--- src/rtl/mem_port_arbiter_pkg.sv ---
// Shared types and constants for the unified-memory port arbiter.
package mem_port_arbiter_pkg;

    localparam int unsigned DATA_W           = 32;
    localparam int unsigned DEF_MAX_D_STREAK = 4;
    localparam int unsigned DEF_TIMEOUT      = 255;

    // Read data returned to the owner when the watchdog aborts an access
    localparam logic [DATA_W-1:0] ABORT_DATA = 32'h0000_0000;

    typedef enum logic [1:0] {
        IDLE   = 2'd0,
        F_BUSY = 2'd1,
        D_BUSY = 2'd2
    } arb_state_e;

endpackage

--- src/rtl/mem_port_arbiter_if.sv ---
// Fetch, data and backing-memory handshake signals of the port arbiter.
interface mem_port_arbiter_if;
    import mem_port_arbiter_pkg::*;

    logic              IF_Req;
    logic [DATA_W-1:0] IF_Addr;
    logic [DATA_W-1:0] IF_Rdata;
    logic              IF_Ready;
    logic              IF_Stall;

    logic              D_Req;
    logic              D_Write;
    logic [DATA_W-1:0] D_Addr;
    logic [DATA_W-1:0] D_Wdata;
    logic [DATA_W-1:0] D_Rdata;
    logic              D_Ready;
    logic              D_Stall;

    logic              Mem_Req;
    logic              Mem_Write;
    logic [DATA_W-1:0] Mem_Addr;
    logic [DATA_W-1:0] Mem_Wdata;
    logic              Mem_Ack;
    logic [DATA_W-1:0] Mem_Rdata;
    logic              Mem_Err;

    // Arbiter view
    modport slave (
        input  IF_Req, IF_Addr, D_Req, D_Write, D_Addr, D_Wdata, Mem_Ack, Mem_Rdata,
        output IF_Rdata, IF_Ready, IF_Stall, D_Rdata, D_Ready, D_Stall,
        output Mem_Req, Mem_Write, Mem_Addr, Mem_Wdata, Mem_Err
    );

    // Pipeline stages plus memory view
    modport master (
        output IF_Req, IF_Addr, D_Req, D_Write, D_Addr, D_Wdata, Mem_Ack, Mem_Rdata,
        input  IF_Rdata, IF_Ready, IF_Stall, D_Rdata, D_Ready, D_Stall,
        input  Mem_Req, Mem_Write, Mem_Addr, Mem_Wdata, Mem_Err
    );

endinterface

--- src/rtl/mem_port_arbiter_watchdog.sv ---
// Busy-cycle counter; o_expire flags the edge at which the count reaches TIMEOUT.
module arb_watchdog
    import mem_port_arbiter_pkg::*;
#(
    parameter int unsigned TIMEOUT = DEF_TIMEOUT
) (
    input  logic i_clk,
    input  logic i_rst_n,
    input  logic i_clear,
    input  logic i_enable,
    output logic o_expire
);

    localparam int unsigned    CW   = (TIMEOUT > 1) ? $clog2(TIMEOUT + 1) : 1;
    localparam logic [CW-1:0]  LAST = (TIMEOUT > 0) ? CW'(TIMEOUT - 1) : '0;

    logic [CW-1:0] r_count;

    always_ff @(posedge i_clk or negedge i_rst_n) begin
        if (!i_rst_n) begin
            r_count <= '0;
        end else if (i_clear) begin
            r_count <= '0;
        end else if (i_enable && (r_count != '1)) begin
            r_count <= r_count + 1'b1;
        end
    end

    // TIMEOUT of 0 disables the watchdog entirely
    assign o_expire = (TIMEOUT != 0) && i_enable && (r_count == LAST);

endmodule

--- src/rtl/mem_port_arbiter.sv ---
// Shares one single-ported memory between instruction fetch and data ports;
// data has priority, bounded by a fetch anti-starvation streak and a watchdog.
module mem_port_arbiter
    import mem_port_arbiter_pkg::*;
#(
    parameter int unsigned MAX_D_STREAK = DEF_MAX_D_STREAK,
    parameter int unsigned TIMEOUT      = DEF_TIMEOUT
) (
    input  logic               CLK,
    input  logic               RESET,
    mem_port_arbiter_if.slave  io_bus
);

    localparam int unsigned   SW         = (MAX_D_STREAK > 0) ? $clog2(MAX_D_STREAK + 1) : 1;
    localparam logic [SW-1:0] STREAK_MAX = SW'(MAX_D_STREAK);

    arb_state_e        r_state,     w_state_nxt;
    logic [SW-1:0]     r_streak,    w_streak_nxt;
    logic              r_mem_req,   w_mem_req_nxt;
    logic              r_mem_write, w_mem_write_nxt;
    logic [DATA_W-1:0] r_mem_addr,  w_mem_addr_nxt;
    logic [DATA_W-1:0] r_mem_wdata, w_mem_wdata_nxt;
    logic              r_mem_err,   w_mem_err_nxt;
    logic              r_if_ready,  w_if_ready_nxt;
    logic              r_d_ready,   w_d_ready_nxt;
    logic [DATA_W-1:0] r_if_rdata,  w_if_rdata_nxt;
    logic [DATA_W-1:0] r_d_rdata,   w_d_rdata_nxt;

    logic w_if_elig, w_d_elig, w_grant_f, w_grant_d;
    logic w_wd_clear, w_wd_enable, w_wd_expire;

    // A port pulsing Ready still holds its old request this cycle, so it is skipped
    assign w_if_elig   = io_bus.IF_Req & ~r_if_ready;
    assign w_d_elig    = io_bus.D_Req  & ~r_d_ready;
    assign w_grant_f   = (r_state == IDLE) & w_if_elig & (~w_d_elig | (r_streak == STREAK_MAX));
    assign w_grant_d   = (r_state == IDLE) & w_d_elig & ~w_grant_f;
    assign w_wd_clear  = w_grant_f | w_grant_d;
    assign w_wd_enable = (r_state != IDLE) & ~io_bus.Mem_Ack;

    arb_watchdog #(
        .TIMEOUT (TIMEOUT)
    ) u_watchdog (
        .i_clk    (CLK),
        .i_rst_n  (RESET),
        .i_clear  (w_wd_clear),
        .i_enable (w_wd_enable),
        .o_expire (w_wd_expire)
    );

    always_ff @(posedge CLK or negedge RESET) begin
        if (!RESET) begin
            r_state     <= IDLE;
            r_streak    <= '0;
            r_mem_req   <= 1'b0;
            r_mem_write <= 1'b0;
            r_mem_addr  <= '0;
            r_mem_wdata <= '0;
            r_mem_err   <= 1'b0;
            r_if_ready  <= 1'b0;
            r_d_ready   <= 1'b0;
            r_if_rdata  <= '0;
            r_d_rdata   <= '0;
        end else begin
            r_state     <= w_state_nxt;
            r_streak    <= w_streak_nxt;
            r_mem_req   <= w_mem_req_nxt;
            r_mem_write <= w_mem_write_nxt;
            r_mem_addr  <= w_mem_addr_nxt;
            r_mem_wdata <= w_mem_wdata_nxt;
            r_mem_err   <= w_mem_err_nxt;
            r_if_ready  <= w_if_ready_nxt;
            r_d_ready   <= w_d_ready_nxt;
            r_if_rdata  <= w_if_rdata_nxt;
            r_d_rdata   <= w_d_rdata_nxt;
        end
    end

    always_comb begin
        w_state_nxt     = r_state;
        w_streak_nxt    = r_streak;
        w_mem_req_nxt   = r_mem_req;
        w_mem_write_nxt = r_mem_write;
        w_mem_addr_nxt  = r_mem_addr;
        w_mem_wdata_nxt = r_mem_wdata;
        w_mem_err_nxt   = 1'b0;
        w_if_ready_nxt  = 1'b0;
        w_d_ready_nxt   = 1'b0;
        w_if_rdata_nxt  = r_if_rdata;
        w_d_rdata_nxt   = r_d_rdata;

        case (r_state)
            IDLE: begin
                if (!io_bus.IF_Req) begin
                    w_streak_nxt = '0;
                end
                if (w_grant_f) begin
                    w_state_nxt     = F_BUSY;
                    w_streak_nxt    = '0;
                    w_mem_req_nxt   = 1'b1;
                    w_mem_write_nxt = 1'b0;
                    w_mem_addr_nxt  = io_bus.IF_Addr;
                    w_mem_wdata_nxt = '0;
                end else if (w_grant_d) begin
                    w_state_nxt     = D_BUSY;
                    w_mem_req_nxt   = 1'b1;
                    w_mem_write_nxt = io_bus.D_Write;
                    w_mem_addr_nxt  = io_bus.D_Addr;
                    w_mem_wdata_nxt = io_bus.D_Wdata;
                    if (io_bus.IF_Req && (r_streak != STREAK_MAX)) begin
                        w_streak_nxt = r_streak + 1'b1;
                    end
                end
            end
            F_BUSY, D_BUSY: begin
                // Ack wins over a simultaneous watchdog expiry (expire is gated by ~Ack)
                if (io_bus.Mem_Ack || w_wd_expire) begin
                    w_state_nxt     = IDLE;
                    w_mem_req_nxt   = 1'b0;
                    w_mem_write_nxt = 1'b0;
                    w_mem_err_nxt   = ~io_bus.Mem_Ack;
                    if (r_state == F_BUSY) begin
                        w_if_ready_nxt = 1'b1;
                        w_if_rdata_nxt = io_bus.Mem_Ack ? io_bus.Mem_Rdata : ABORT_DATA;
                    end else begin
                        w_d_ready_nxt = 1'b1;
                        if (!io_bus.Mem_Ack) begin
                            w_d_rdata_nxt = ABORT_DATA;
                        end else if (!r_mem_write) begin
                            w_d_rdata_nxt = io_bus.Mem_Rdata;
                        end
                    end
                end
            end
            default: w_state_nxt = IDLE;
        endcase
    end

    assign io_bus.Mem_Req   = r_mem_req;
    assign io_bus.Mem_Write = r_mem_write;
    assign io_bus.Mem_Addr  = r_mem_addr;
    assign io_bus.Mem_Wdata = r_mem_wdata;
    assign io_bus.Mem_Err   = r_mem_err;
    assign io_bus.IF_Ready  = r_if_ready;
    assign io_bus.IF_Rdata  = r_if_rdata;
    assign io_bus.D_Ready   = r_d_ready;
    assign io_bus.D_Rdata   = r_d_rdata;
    // Stalls are combinational; forced low while reset is held
    assign io_bus.IF_Stall  = RESET & io_bus.IF_Req & ~r_if_ready;
    assign io_bus.D_Stall   = RESET & io_bus.D_Req  & ~r_d_ready;

endmodule

--- src/flat_wrapper.sv ---
// flat-port wrapper written by rule: the top's interface ports become plain ports
module mem_port_arbiter_flat import mem_port_arbiter_pkg::*;
#(
    parameter int unsigned MAX_D_STREAK = DEF_MAX_D_STREAK,
    parameter int unsigned TIMEOUT      = DEF_TIMEOUT
)
  (CLK, RESET, io_bus_IF_Req, io_bus_IF_Addr, io_bus_D_Req, io_bus_D_Write, io_bus_D_Addr, io_bus_D_Wdata, io_bus_Mem_Ack, io_bus_Mem_Rdata, io_bus_IF_Rdata, io_bus_IF_Ready, io_bus_IF_Stall, io_bus_D_Rdata, io_bus_D_Ready, io_bus_D_Stall, io_bus_Mem_Req, io_bus_Mem_Write, io_bus_Mem_Addr, io_bus_Mem_Wdata, io_bus_Mem_Err);
  mem_port_arbiter_if io_bus_i ();
  input  logic CLK;
  input  logic RESET;
  input wire logic [$bits(io_bus_i.IF_Req)-1:0] io_bus_IF_Req;
  input wire logic [$bits(io_bus_i.IF_Addr)-1:0] io_bus_IF_Addr;
  input wire logic [$bits(io_bus_i.D_Req)-1:0] io_bus_D_Req;
  input wire logic [$bits(io_bus_i.D_Write)-1:0] io_bus_D_Write;
  input wire logic [$bits(io_bus_i.D_Addr)-1:0] io_bus_D_Addr;
  input wire logic [$bits(io_bus_i.D_Wdata)-1:0] io_bus_D_Wdata;
  input wire logic [$bits(io_bus_i.Mem_Ack)-1:0] io_bus_Mem_Ack;
  input wire logic [$bits(io_bus_i.Mem_Rdata)-1:0] io_bus_Mem_Rdata;
  output wire logic [$bits(io_bus_i.IF_Rdata)-1:0] io_bus_IF_Rdata;
  output wire logic [$bits(io_bus_i.IF_Ready)-1:0] io_bus_IF_Ready;
  output wire logic [$bits(io_bus_i.IF_Stall)-1:0] io_bus_IF_Stall;
  output wire logic [$bits(io_bus_i.D_Rdata)-1:0] io_bus_D_Rdata;
  output wire logic [$bits(io_bus_i.D_Ready)-1:0] io_bus_D_Ready;
  output wire logic [$bits(io_bus_i.D_Stall)-1:0] io_bus_D_Stall;
  output wire logic [$bits(io_bus_i.Mem_Req)-1:0] io_bus_Mem_Req;
  output wire logic [$bits(io_bus_i.Mem_Write)-1:0] io_bus_Mem_Write;
  output wire logic [$bits(io_bus_i.Mem_Addr)-1:0] io_bus_Mem_Addr;
  output wire logic [$bits(io_bus_i.Mem_Wdata)-1:0] io_bus_Mem_Wdata;
  output wire logic [$bits(io_bus_i.Mem_Err)-1:0] io_bus_Mem_Err;
  assign io_bus_i.IF_Req = io_bus_IF_Req;
  assign io_bus_i.IF_Addr = io_bus_IF_Addr;
  assign io_bus_i.D_Req = io_bus_D_Req;
  assign io_bus_i.D_Write = io_bus_D_Write;
  assign io_bus_i.D_Addr = io_bus_D_Addr;
  assign io_bus_i.D_Wdata = io_bus_D_Wdata;
  assign io_bus_i.Mem_Ack = io_bus_Mem_Ack;
  assign io_bus_i.Mem_Rdata = io_bus_Mem_Rdata;
  assign io_bus_IF_Rdata = io_bus_i.IF_Rdata;
  assign io_bus_IF_Ready = io_bus_i.IF_Ready;
  assign io_bus_IF_Stall = io_bus_i.IF_Stall;
  assign io_bus_D_Rdata = io_bus_i.D_Rdata;
  assign io_bus_D_Ready = io_bus_i.D_Ready;
  assign io_bus_D_Stall = io_bus_i.D_Stall;
  assign io_bus_Mem_Req = io_bus_i.Mem_Req;
  assign io_bus_Mem_Write = io_bus_i.Mem_Write;
  assign io_bus_Mem_Addr = io_bus_i.Mem_Addr;
  assign io_bus_Mem_Wdata = io_bus_i.Mem_Wdata;
  assign io_bus_Mem_Err = io_bus_i.Mem_Err;
  mem_port_arbiter #(.MAX_D_STREAK(MAX_D_STREAK), .TIMEOUT(TIMEOUT)) u_core (.CLK(CLK), .RESET(RESET), .io_bus(io_bus_i));
endmodule
--- config.mk ---
export PLATFORM = sky130hd
export DESIGN_NAME = mem_port_arbiter_flat
export DESIGN_NICKNAME = d
export VERILOG_FILES = /design/src/rtl/mem_port_arbiter_pkg.sv /design/src/rtl/mem_port_arbiter_if.sv /design/src/rtl/mem_port_arbiter_watchdog.sv /design/src/rtl/mem_port_arbiter.sv /design/src/flat_wrapper.sv
export SDC_FILE = /design/constraint.sdc
export NUM_CORES = 1
export LEC_CHECK = 0
export CORE_UTILIZATION = 45
export DETAILED_ROUTE_END_ITERATION = 10
export PLACE_DENSITY = 0.86
export SYNTH_ARGS = -nofsm -noshare
export SYNTH_HDL_FRONTEND = slang
export SYNTH_SLANG_ARGS = --single-unit
--- constraint.sdc ---
create_clock -name CLK -period 4.7 [get_ports CLK]
set_input_delay 1.41 -clock CLK [delete_from_list [all_inputs] [get_ports CLK]]
set_output_delay 1.41 -clock CLK [all_outputs]
set_load 0.005 [all_outputs]
==> results.yml, run 1 <==
# physical design summary
timing:
  tightest_slew_ns: 0.6716
  max_freq_mhz: 234.7
  relSlewSlack_pct: 55.23
  hold_violations: 0
  fin_crit_ns: 4.261
critical_path:
  critPathBufInv: 2
  cp_top_family: "buffers and inverters"
  critical_path_peak_fanout: 6
  crit_chain: "clkdlybuf4s50_1, nor2b_1, and2_1, clkdlybuf4s50_1"
  crit_path_end_kind: "primary output"
  cpMostUsedCell: "clkdlybuf4s50_1"
  r2r_setup_slack_ns: 2.24
  rr_startpoint: "u_core.r_state[0]$_DFFE_PN0P_"
route:
  drtPass1Iterations: 4
  ant_nets: 0
  dr.max_layer_used: "met4"
  route.detailed.drc: 0
  drt-vias-per-instance: 5.409
  wl_met3_um: 1799
  routedWlPerCell_um: 18.84
  met1Wirelength_um: 6618
synthesis:
  ys_sh_adder_pct: 1.699
  common_cells: "dfrtp_1 (146), a22o_1 (100), nand2_1 (39)"
  ys_seq_share_pct: 62.00
  logic_family: "AND-OR/OR-AND gates"
  mux_area_share_pct: 5.817
  synth-edff-count: 0
  fp_nets: 604
  yosys_warnings: 0
clocking:
  cts_num_sinks: 146
  htree_levels: 4
  clockBufferDepth: 2
  clk_pin_slew_worst_paths_ns: 0.06
  cts_tree: "done"
floorplanning:
  io_pins: 269
min_path:
  hold_depth: 1
  hold_class: "flip-flop to flip-flop"
placement:
  hpwl_um: 11670
  io_buffers: 268
  routabilityCongestion: 0.8563
  pre_cts_ws_ns: 0.4164
final_layout:
  final_util_pct: 74.17
  flops: 146
  inverters: 12
  design_area_mm2: 0.009398
outcome:
  outcome: "completed"
global_route:
  antenna_found_initial: 0
pwr:
  sequentialPower_w: 0.00219
  p_per_area_mw_per_mm2: 657.0
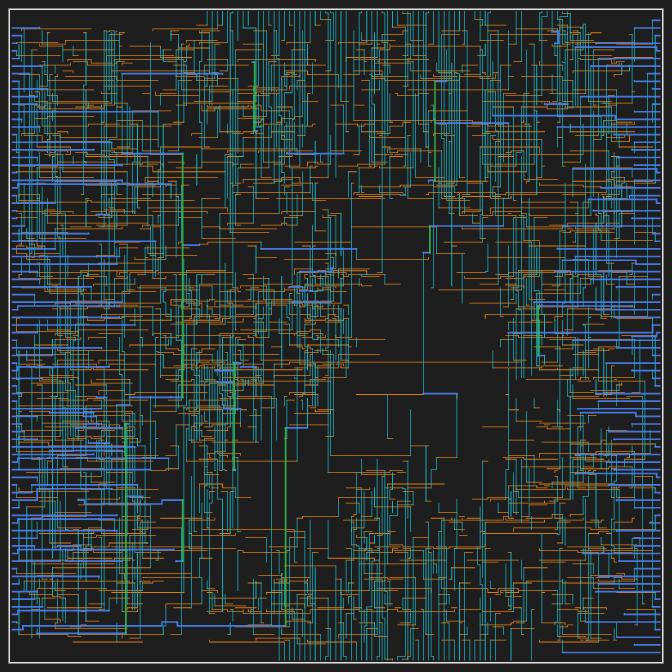
**Above:** run 1 (routed metal, one color a layer).
Key: cyan = M2 [wire length 8620 µm]; orange = M1 [wire length 6620 µm]; green = M4 [wire length 190 µm]; blue = M3 [wire length 1800 µm]
DR vias: 4944
final WL: 17220 µm
All-Layer GR Usage: 25.73%

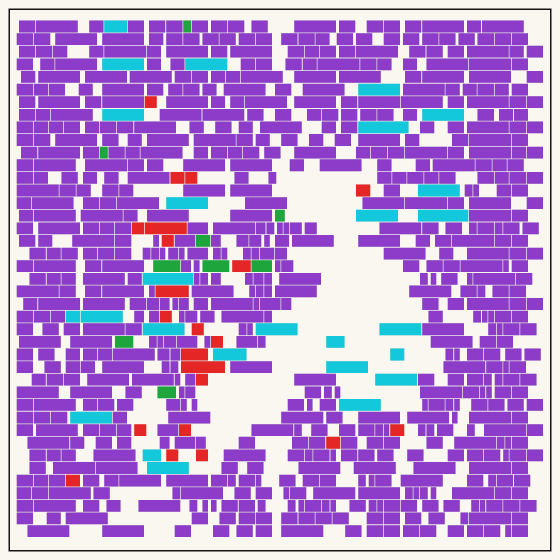
**Above:** run 1 (sizing map).
Key: green = x2 [cells 9, share 1.2%]; red = x3 and x4 [cells 22, share 3.0%, most used buf_4]; purple = x1 and smaller [cells 685, share 92%, most used clkdlybuf4s50_1]; cyan = x6 and larger [cells 26, share 3.5%, most used clkbuf_16]
non-clock buffer count: 280
min setup slack post-route: 0.4386 ns

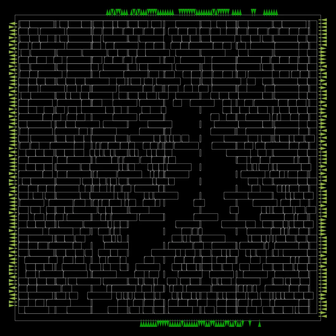
**Above:** run 1 (placement view).
FP Rows: 41
tap cell count: 172
sequential cell area share: 38.88%
placeable core area: 0.01267 mm²

**Run 1: port wiring**

Bar = 20 µm.
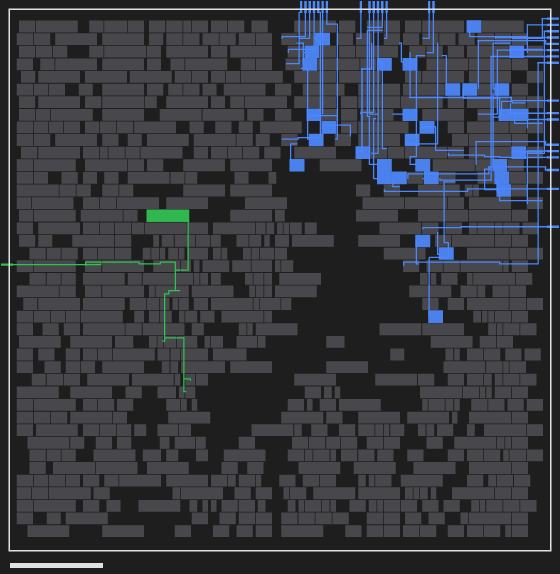

==> run 1 -> run 2 <==
MAX_ROUTING_LAYER = met4   (was unset)
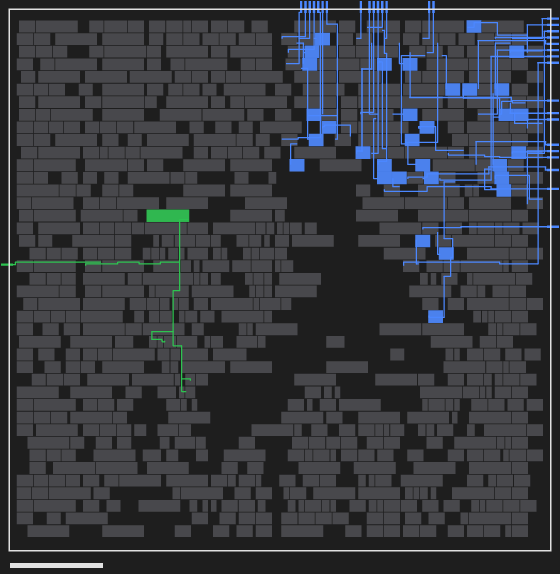
**Above:** run 2 (port wiring).
Bar = 20 µm.
Key: blue = `io_bus_D_Wdata` [direction input, edge 17 right, 15 top, end cells 32, buffers 32, wire 1120 µm]; green = `io_bus_IF_Ready` [direction output, edge left, end cells 1, buffers 1, wire 96.2 µm]

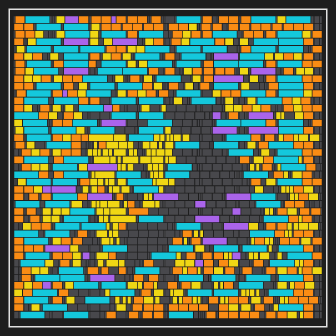
**Above:** run 2 (cells colored by class).
Fill, decap, tap and diode cells in gray.
Key: purple = clock drivers and dummy loads [cells 32, share of their area 6.7%]; orange = remaining buffers and delay cells [cells 280, share of their area 30%]; cyan = registers [cells 146, share of their area 40%]; yellow = remaining logic cells [cells 284, share of their area 23%]

==> results.yml, run 2 <==
# physical design summary
min_path:
  hold_class: "flip-flop to flip-flop"
placement:
  pre_cts_ws_ns: 0.4164
  io_buffers: 268
  routabilityCongestion: 0.8699
route:
  drtPass1Iterations: 4
  wl_met3_um: 1586
  routedWlPerCell_um: 18.91
  route.detailed.drc: 0
outcome:
  outcome: "completed"
synthesis:
  synth-edff-count: 0
  common_cells: "dfrtp_1 (146), a22o_1 (100), nand2_1 (39)"
  logic_family: "AND-OR/OR-AND gates"
  ys_seq_share_pct: 62.00
  ys_sh_adder_pct: 1.699
global_route:
  track_usage_pct: 26.62
pwr:
  p_per_area_mw_per_mm2: 657.5
  sequentialPower_w: 0.00219
critical_path:
  critPathBufInv: 2
  r2r_setup_slack_ns: 2.24
  crit_chain: "clkdlybuf4s50_1, nor2b_1, and2_1, clkdlybuf4s50_1"
  cpMostUsedCell: "clkdlybuf4s50_1"
  rr_startpoint: "u_core.r_state[0]$_DFFE_PN0P_"
timing:
  hold_violations: 0
  tightest_slew_ns: 0.6728
  relSlewSlack_pct: 55.15
clocking:
  htree_levels: 4
  clk_pin_slew_worst_paths_ns: 0.06
  clockBufferDepth: 2
final_layout:
  design_area_mm2: 0.009398
floorplanning:
  rows: 41
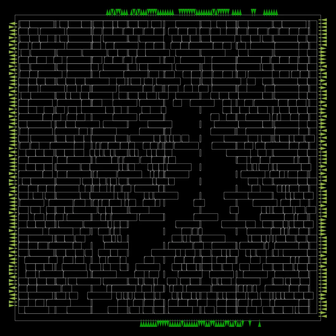
**Above:** run 2 (placement view).
Core Util, Final: 74.17%
non-filler cells, final: 914
flip-flops: 146

Power figures rest on the tool's default switching activity, not on a simulated workload.
